run_1/drive_strength.png
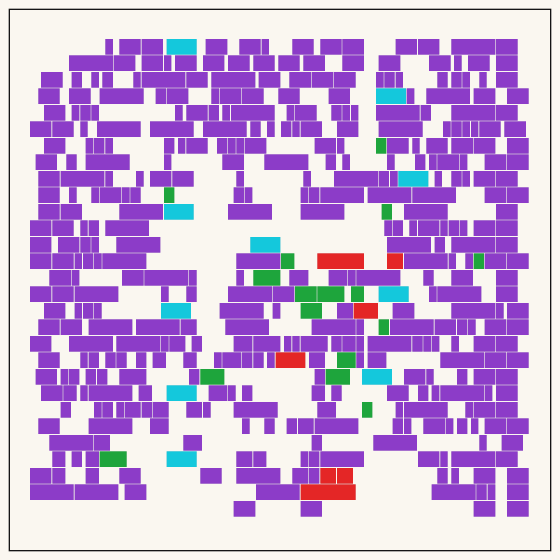
run_1/cell_classes.png
Fill, decap, tap and diode cells in gray.
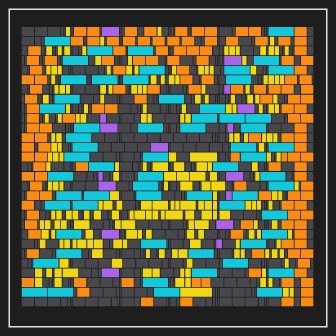
run_1/port_nets.png
The bar under the picture is 20 um long.
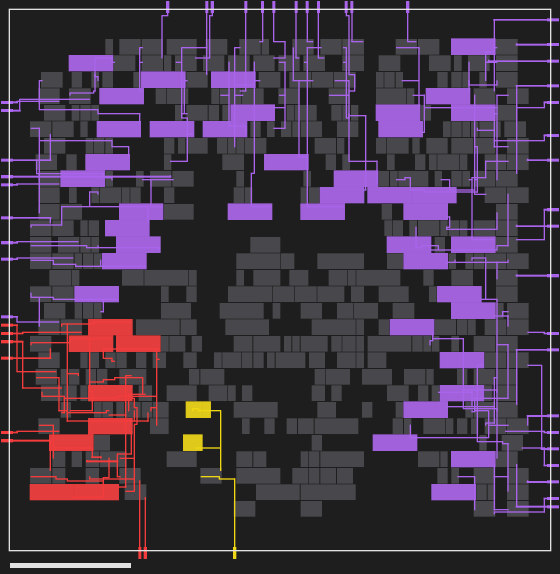
run_1/final_placement.png
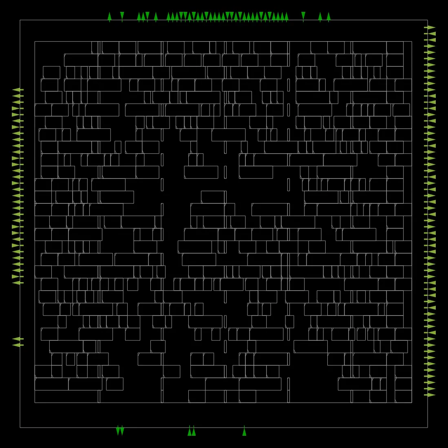
## src/rtl/snoop_hazard_gate.sv

```systemverilog
// snoop_hazard_gate
// Read-side hazard gate beside a snoopable write FIFO. A single read request
// is held, snooped against the queued writes, and forwarded downstream only
// once no write matches. Each match costs a fixed back-off and another snoop.
// After MAX_RETRY matches the request is forced out with out_hazard set.
// Every output is driven from a register, so there is no input-to-output path.

module snoop_hazard_gate #(
  parameter int DW        = 40,
  parameter int BACKOFF   = 4,
  parameter int MAX_RETRY = 15
) (
  input  logic          clk,
  input  logic          rst,
  input  logic [DW-1:0] req_data,
  input  logic          req_valid,
  output logic          req_ready,
  output logic [DW-1:0] sdata,
  output logic          svalid,
  input  logic          smatch,
  output logic [DW-1:0] out_data,
  output logic          out_valid,
  input  logic          out_ready,
  output logic          out_hazard,
  output logic [7:0]    retry_cnt
);

  typedef enum logic [1:0] {
    ST_IDLE  = 2'd0,
    ST_SNOOP = 2'd1,
    ST_WAIT  = 2'd2,
    ST_ISSUE = 2'd3
  } state_t;

  localparam logic [7:0] LP_MAX_RETRY  = 8'(MAX_RETRY);
  localparam logic [7:0] LP_BACKOFF_LD = 8'(BACKOFF - 1);

  state_t          r_state;
  logic [DW-1:0]   r_hold;
  logic [7:0]      r_retry;
  logic [7:0]      r_backoff;
  logic            r_req_ready;
  logic            r_svalid;
  logic            r_out_valid;
  logic            r_hazard;

  logic [7:0]      w_retry_next;
  logic            w_retry_exhausted;

  // Saturating retry increment and the forced-issue decision for a matching snoop
  always_comb begin
    w_retry_next      = r_retry;
    w_retry_exhausted = 1'b0;
    if (r_retry < LP_MAX_RETRY) begin
      w_retry_next = r_retry + 8'd1;
    end else begin
      w_retry_next = LP_MAX_RETRY;
    end
    if (w_retry_next >= LP_MAX_RETRY) begin
      w_retry_exhausted = 1'b1;
    end else begin
      w_retry_exhausted = 1'b0;
    end
  end

  // Gate FSM: state, held request, retry/back-off counters and registered strobes
  always_ff @(posedge clk) begin
    if (rst) begin
      r_state     <= ST_IDLE;
      r_hold      <= {DW{1'b0}};
      r_retry     <= 8'd0;
      r_backoff   <= 8'd0;
      r_req_ready <= 1'b1;
      r_svalid    <= 1'b0;
      r_out_valid <= 1'b0;
      r_hazard    <= 1'b0;
    end else begin
      case (r_state)
        ST_IDLE: begin
          if (req_valid && r_req_ready) begin
            r_hold      <= req_data;
            r_retry     <= 8'd0;
            r_req_ready <= 1'b0;
            r_svalid    <= 1'b1;
            r_state     <= ST_SNOOP;
          end
        end
        ST_SNOOP: begin
          // smatch is only meaningful here, while svalid is high
          r_svalid <= 1'b0;
          if (!smatch) begin
            r_hazard    <= 1'b0;
            r_out_valid <= 1'b1;
            r_state     <= ST_ISSUE;
          end else if (!w_retry_exhausted) begin
            r_retry   <= w_retry_next;
            r_backoff <= LP_BACKOFF_LD;
            r_state   <= ST_WAIT;
          end else begin
            r_retry     <= w_retry_next;
            r_hazard    <= 1'b1;
            r_out_valid <= 1'b1;
            r_state     <= ST_ISSUE;
          end
        end
        ST_WAIT: begin
          // Counter loaded with BACKOFF-1, so WAIT spans exactly BACKOFF cycles
          if (r_backoff == 8'd0) begin
            r_svalid <= 1'b1;
            r_state  <= ST_SNOOP;
          end else begin
            r_backoff <= r_backoff - 8'd1;
          end
        end
        ST_ISSUE: begin
          // retry_cnt is left alone so it still describes the last request
          if (out_ready) begin
            r_out_valid <= 1'b0;
            r_hazard    <= 1'b0;
            r_req_ready <= 1'b1;
            r_state     <= ST_IDLE;
          end
        end
        default: begin
          r_state     <= ST_IDLE;
          r_req_ready <= 1'b1;
          r_svalid    <= 1'b0;
          r_out_valid <= 1'b0;
          r_hazard    <= 1'b0;
        end
      endcase
    end
  end

  assign req_ready  = r_req_ready;
  assign svalid     = r_svalid;
  assign sdata      = r_hold;
  assign out_valid  = r_out_valid;
  assign out_data   = r_hold;
  assign out_hazard = r_hazard;
  assign retry_cnt  = r_retry;

endmodule

```

## config.mk

```make
export PLATFORM = sky130hd
export DESIGN_NAME = snoop_hazard_gate
export DESIGN_NICKNAME = d
export VERILOG_FILES = /design/src/rtl/snoop_hazard_gate.sv
export SDC_FILE = /design/constraint.sdc
export NUM_CORES = 1
export LEC_CHECK = 0
export CORE_MARGIN = 3
export CORE_UTILIZATION = 40
export DETAILED_ROUTE_END_ITERATION = 8
export PLACE_DENSITY_LB_ADDON = 0.25
export SLEW_MARGIN = 30
export SYNTH_ARGS = -nofsm -noshare
export SYNTH_HDL_FRONTEND = slang
export SYNTH_SLANG_ARGS = --single-unit
```

## constraint.sdc

```tcl
create_clock -name clk -period 3.9 [get_ports clk]
set_clock_uncertainty 0.15 [all_clocks]
set_input_delay 0.585 -clock clk [delete_from_list [all_inputs] [get_ports clk]]
set_output_delay 0.585 -clock clk [all_outputs]
set_load 0.02 [all_outputs]
```

==> flow_metrics.py, run 1 <==
# Metrics from the implementation run
metrics = {
    "final_timing": {
        "tightest_slew_ns": 0.520,
        "setup_tns_ns": 0,
        "setup_ws_ns": 1.68,
        "maxSlewViolCount": 0,
        "period_used_pct": 57.0,
        "setup_violations": 0,
        "grt_setup_unrepaired": "false",
    },
    "synthesis": {
        "synthAoiAreaFrac_pct": 15.9,
        "ys_warn_count": 0,
        "adder_share_pct": 1.36,
        "ys_ff": 62,
        "avgSynthCellArea_um2": 8.23,
        "mux_share_pct": 0.363,
        "top_cells_by_count": "83 x nand2_1, 62 x dfxtp_1, 53 x a21oi_1",
        "synthesis.area_um2": 2760,
        "yosys.area.top_type_share_pct": 45.0,
        "top_area_cell": "dfxtp_1",
        "yosysSeqAreaShare_pct": 45.0,
        "edf_count": 0,
        "ys_area_um2": 2760,
        "synth.cellmix.xorXnorShare_pct": 1.27,
    },
    "power": {
        "total_power_mw": 1.76,
        "seq-power_mw": 0.749,
        "comb_power_mw": 0.537,
        "power.share.combinational_pct": 30.5,
        "p_switching_mw": 0.570,
        "clock_power_mw": 0.474,
        "internal_power_mw": 1.19,
        "power_frac_seq_pct": 42.6,
        "powerDensity_nw_per_um2": 436,
    },
    "layout": {
        "antenna_cells": 0,
        "instances_no_fill": 509,
        "fin_area_um2": 4040,
        "final_net_count": 475,
    },
    "global_route": {
        "grt_start_max_net_pins": 44,
        "met1_usage_pct": 22.3,
    },
    "worst_hold_path": {
        "min_from": "out_valid$_SDFFE_PP0P_",
        "min_to": "out_valid$_SDFFE_PP0P_",
        "holdPathStages": 2,
    },
    "setup_path": {
        "cp_num_buf_inv": 2,
        "crit_start": "req_valid",
        "worst_setup_path_end_kind": "register",
        "critPathMaxStageDelay_ns": 0.52,
        "reg2reg_to": "retry_cnt[3]$_SDFFE_PP0P_",
        "r2r_setup_slack_ns": 1.93,
        "crit_arrival_ns": 2.26,
        "crit_cells": 6,
    },
    "floorplan": {
        "fp.dieH_um": 89.0,
        "boundaryPins": 137,
    },
    "routing": {
        "drt_iter0_markers": 115,
        "vias_per_cell": 4.93,
        "avgRoutedWirePerCell_um": 13.8,
        "firstDrtPassIters": 4,
        "vias": 2509,
        "route.detailed.drc": 0,
    },
    "clock_network": {
        "cts_buffers": 9,
        "clock-root-buffer": "clkbuf_8",
        "htreeDepth": 3,
        "cts-hold-fix-buffers": 0,
        "clkLatencyLatePin_ns": 0.33,
        "cts.sinks": 62,
    },
    "outcome": {
        "status": "finished clean",
    },
    "place": {
        "placed_area_um2": 3870,
        "preCtsSetupSlack_ns": 1.34,
    },
    "run": {
        "warning_count": 27,
        "drv_cap": 0,
    },
}
-- drive_strength.png (at the start) --
size	color	cells
drive 1 or less	purple	399
drive 6 and up	cyan	10
drive 3 to 4	red	7
drive 2	green	16

-- cell_classes.png (at the start) --
class	color	cells
other buffers and delay cells	orange	139
all other logic	yellow	215
flip-flops	cyan	62
clock drivers and dummy loads	purple	16

-- port_nets.png (at the start) --
port	color	direction	end cells	buffers	wire
retry_cnt	red	output	8	8	361 um
out_data	purple	output	40	40	1,240 um
smatch	yellow	input	3	1	36.5 um

-- final_placement.png (at the start) --
final core area utilization: 62.2%
total core area: 6490 um2

run 1: area by class of cell:
class                           count  area (um2)
Tap cell                           77        96.3
Clock buffer                       11         141
Timing Repair Buffer              139        1380
Clock inverter                      5        25.0
Fill cell                         557        2460
Multi-Input combinational cell    211        1140
Sequential cell                    62        1240
Inverter                            4        15.0
run 1: tightest hold or removal path, stage by stage (launching register included):
cell	delay [ns]
dfxtp_1	0.31
nand2_1	0.05
a21oi_1	0.05
run 1: placed cells by master, fill, tap and decap left out, types with 5 or more instances in the layout:
master and count:
clkdlybuf4s50_1 135, nand2_1 83, dfxtp_1 62, a21oi_1 53, nor2_1 14, clkbuf_8 10, o21ai_0 6, nand3_1 5
clkinv_2 5
run_1/metal_stack.png
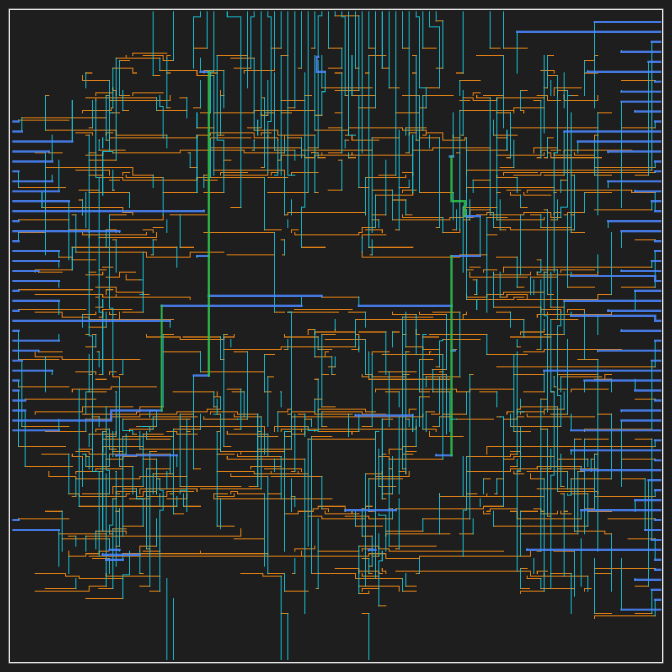

==> inputs of run 2 (changes only) <==
- clock period: 3.9 -> 2.3 ns (I/O delays scaled with it)
run_2/metal_stack.png
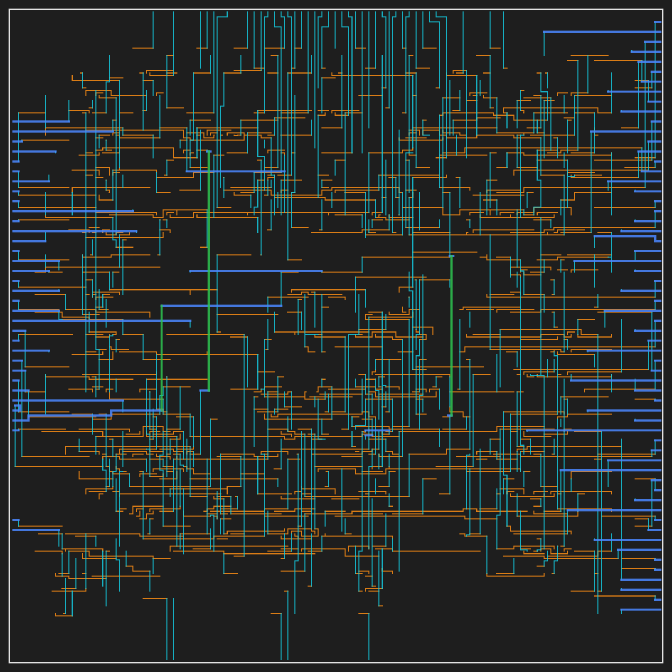
layer	color	wire length
met1	orange	3,180 um
met4	green	68.7 um
met2	cyan	3,100 um
met3	blue	502 um

run_2/drive_strength.png
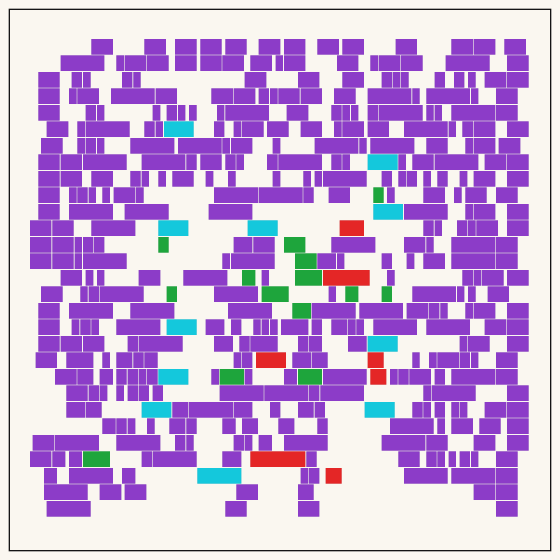
size	color	cells
drive 1 or less	purple	400
drive 6 and up	cyan	11
drive 3 to 4	red	7
drive 2	green	14
worst setup margin: 0.387 ns
Finished Cell Area: 4050 um2
Layout area overhead: 47.0%
Non-clock buffers: 139

==> flow_metrics.py, run 2 <==
# Metrics from the implementation run
metrics = {
    "setup_path": {
        "cp.required_ns": 1.80,
        "crit_cells": 1,
        "startpoint_type": "register",
        "worst_setup_path_end_kind": "output pin",
        "r2r_setup_slack_ns": 0.46,
        "critPathMaxStageDelay_ns": 0.66,
        "crit_start": "retry_cnt[2]$_SDFFE_PP0P_",
        "crit_arrival_ns": 1.42,
        "reg2reg_to": "r_backoff[3]$_SDFFE_PP0P_",
        "crit_chain": "clkdlybuf4s50_1",
        "cp_num_buf_inv": 1,
    },
    "routing": {
        "drt_iter0_markers": 93,
        "avgRoutedWirePerCell_um": 13.5,
        "firstDrtPassIters": 4,
        "vias_per_cell": 4.93,
        "vias": 2507,
        "route.detailed.drc": 0,
    },
    "worst_hold_path": {
        "holdPathStages": 2,
        "min_to": "retry_cnt[0]$_SDFFE_PP0P_",
        "min_from": "rst",
    },
    "synthesis": {
        "edf_count": 0,
        "top_area_cell": "dfxtp_1",
        "ys_ff": 62,
        "ys_warn_count": 0,
        "yosys.area.top_type_share_pct": 45.0,
        "synthesis.area_um2": 2760,
        "avgSynthCellArea_um2": 8.23,
        "top_cells_by_count": "83 x nand2_1, 62 x dfxtp_1, 53 x a21oi_1",
    },
    "layout": {
        "lay_top_cells": "135 x clkdlybuf4s50_1, 83 x nand2_1, 62 x dfxtp_1",
        "antenna_cells": 0,
        "post-route-util_pct": 62.4,
        "comb_area_um2": 1140,
        "num-fill-cells": 579,
        "seq_cell_count": 62,
        "clockBufferCount": 12,
        "lay_top_count": "clkdlybuf4s50_1",
        "instances_no_fill": 509,
        "clockNetworkAreaShare_pct": 4.14,
        "buf_share_pct": 34.3,
        "inverters": 4,
        "comb_share_pct": 28.1,
        "dominant_cells": "buffers",
        "ff_latch_area_um2": 1240,
        "final_net_count": 475,
        "logic_gate_count": 211,
        "sh_seq_area_pct": 30.6,
    },
    "final_timing": {
        "whs_ns": 0.215,
        "setup_tns_ns": 0,
        "period_used_pct": 83.2,
        "maxSlewViolCount": 0,
        "grt_setup_unrepaired": "false",
        "tightest_slew_ns": 0.476,
        "setup_violations": 0,
        "relSlewSlack_pct": 68.2,
    },
    "place": {
        "placed_area_um2": 3880,
        "preCtsSetupSlack_ns": 0.272,
        "gp_routability_congestion": 0.846,
    },
    "global_route": {
        "grt_start_max_net_pins": 42,
        "grt_pass1_vias": 2296,
    },
    "clock_network": {
        "cts_buffers": 9,
        "clock-root-buffer": "clkbuf_8",
        "clkLatencyLatePin_ns": 0.32,
        "cts-hold-fix-buffers": 0,
        "htreeDepth": 3,
        "cts.sinks": 62,
    },
    "run": {
        "warning_count": 27,
        "drv_cap": 0,
    },
    "floorplan": {
        "boundaryPins": 137,
        "fp.dieH_um": 89.0,
        "nWellTaps": 77,
        "coreArea_um2": 6490,
    },
    "power": {
        "comb_power_mw": 0.916,
        "power_frac_seq_pct": 42.5,
        "p_switching_mw": 0.957,
        "seq-power_mw": 1.27,
        "powerDensity_nw_per_um2": 737,
        "clock_power_mw": 0.802,
        "total_power_mw": 2.99,
        "internal_power_mw": 2.03,
        "power.share.combinational_pct": 30.7,
    },
    "outcome": {
        "status": "finished clean",
    },
}
==> run 2: cell counts after synthesis <==
Identical to the previous run, type by type.
==> run 2: kinds of logic (layout without fill, tap and decap cells) <==
kind of cell	after synthesis	after routing	synth area share (%)
AOI/OAI and AO/OA	76	76	15.9
xor gates and xnor gates	4	4	1.27
adders and majority gates	3	3	1.36
buffers and inverters	62	159	14.2
DFF	62	62	45.0
muxes	1	1	0.363
and+or+nand+nor	127	127	21.9
==> run 2: layer usage <==
layer | GRT usage (%) | vias to the layer above | wire length, um
met3 | 4.15 | 7 | 501
li1 | - | 1261 | -
met2 | 28.0 | 106 | 3100
met1 | 21.7 | 1133 | 3180
met4 | 6.09 | 0 | 68
met5 | 0 | - | 0
Power is estimated from default activity; no workload was simulated.
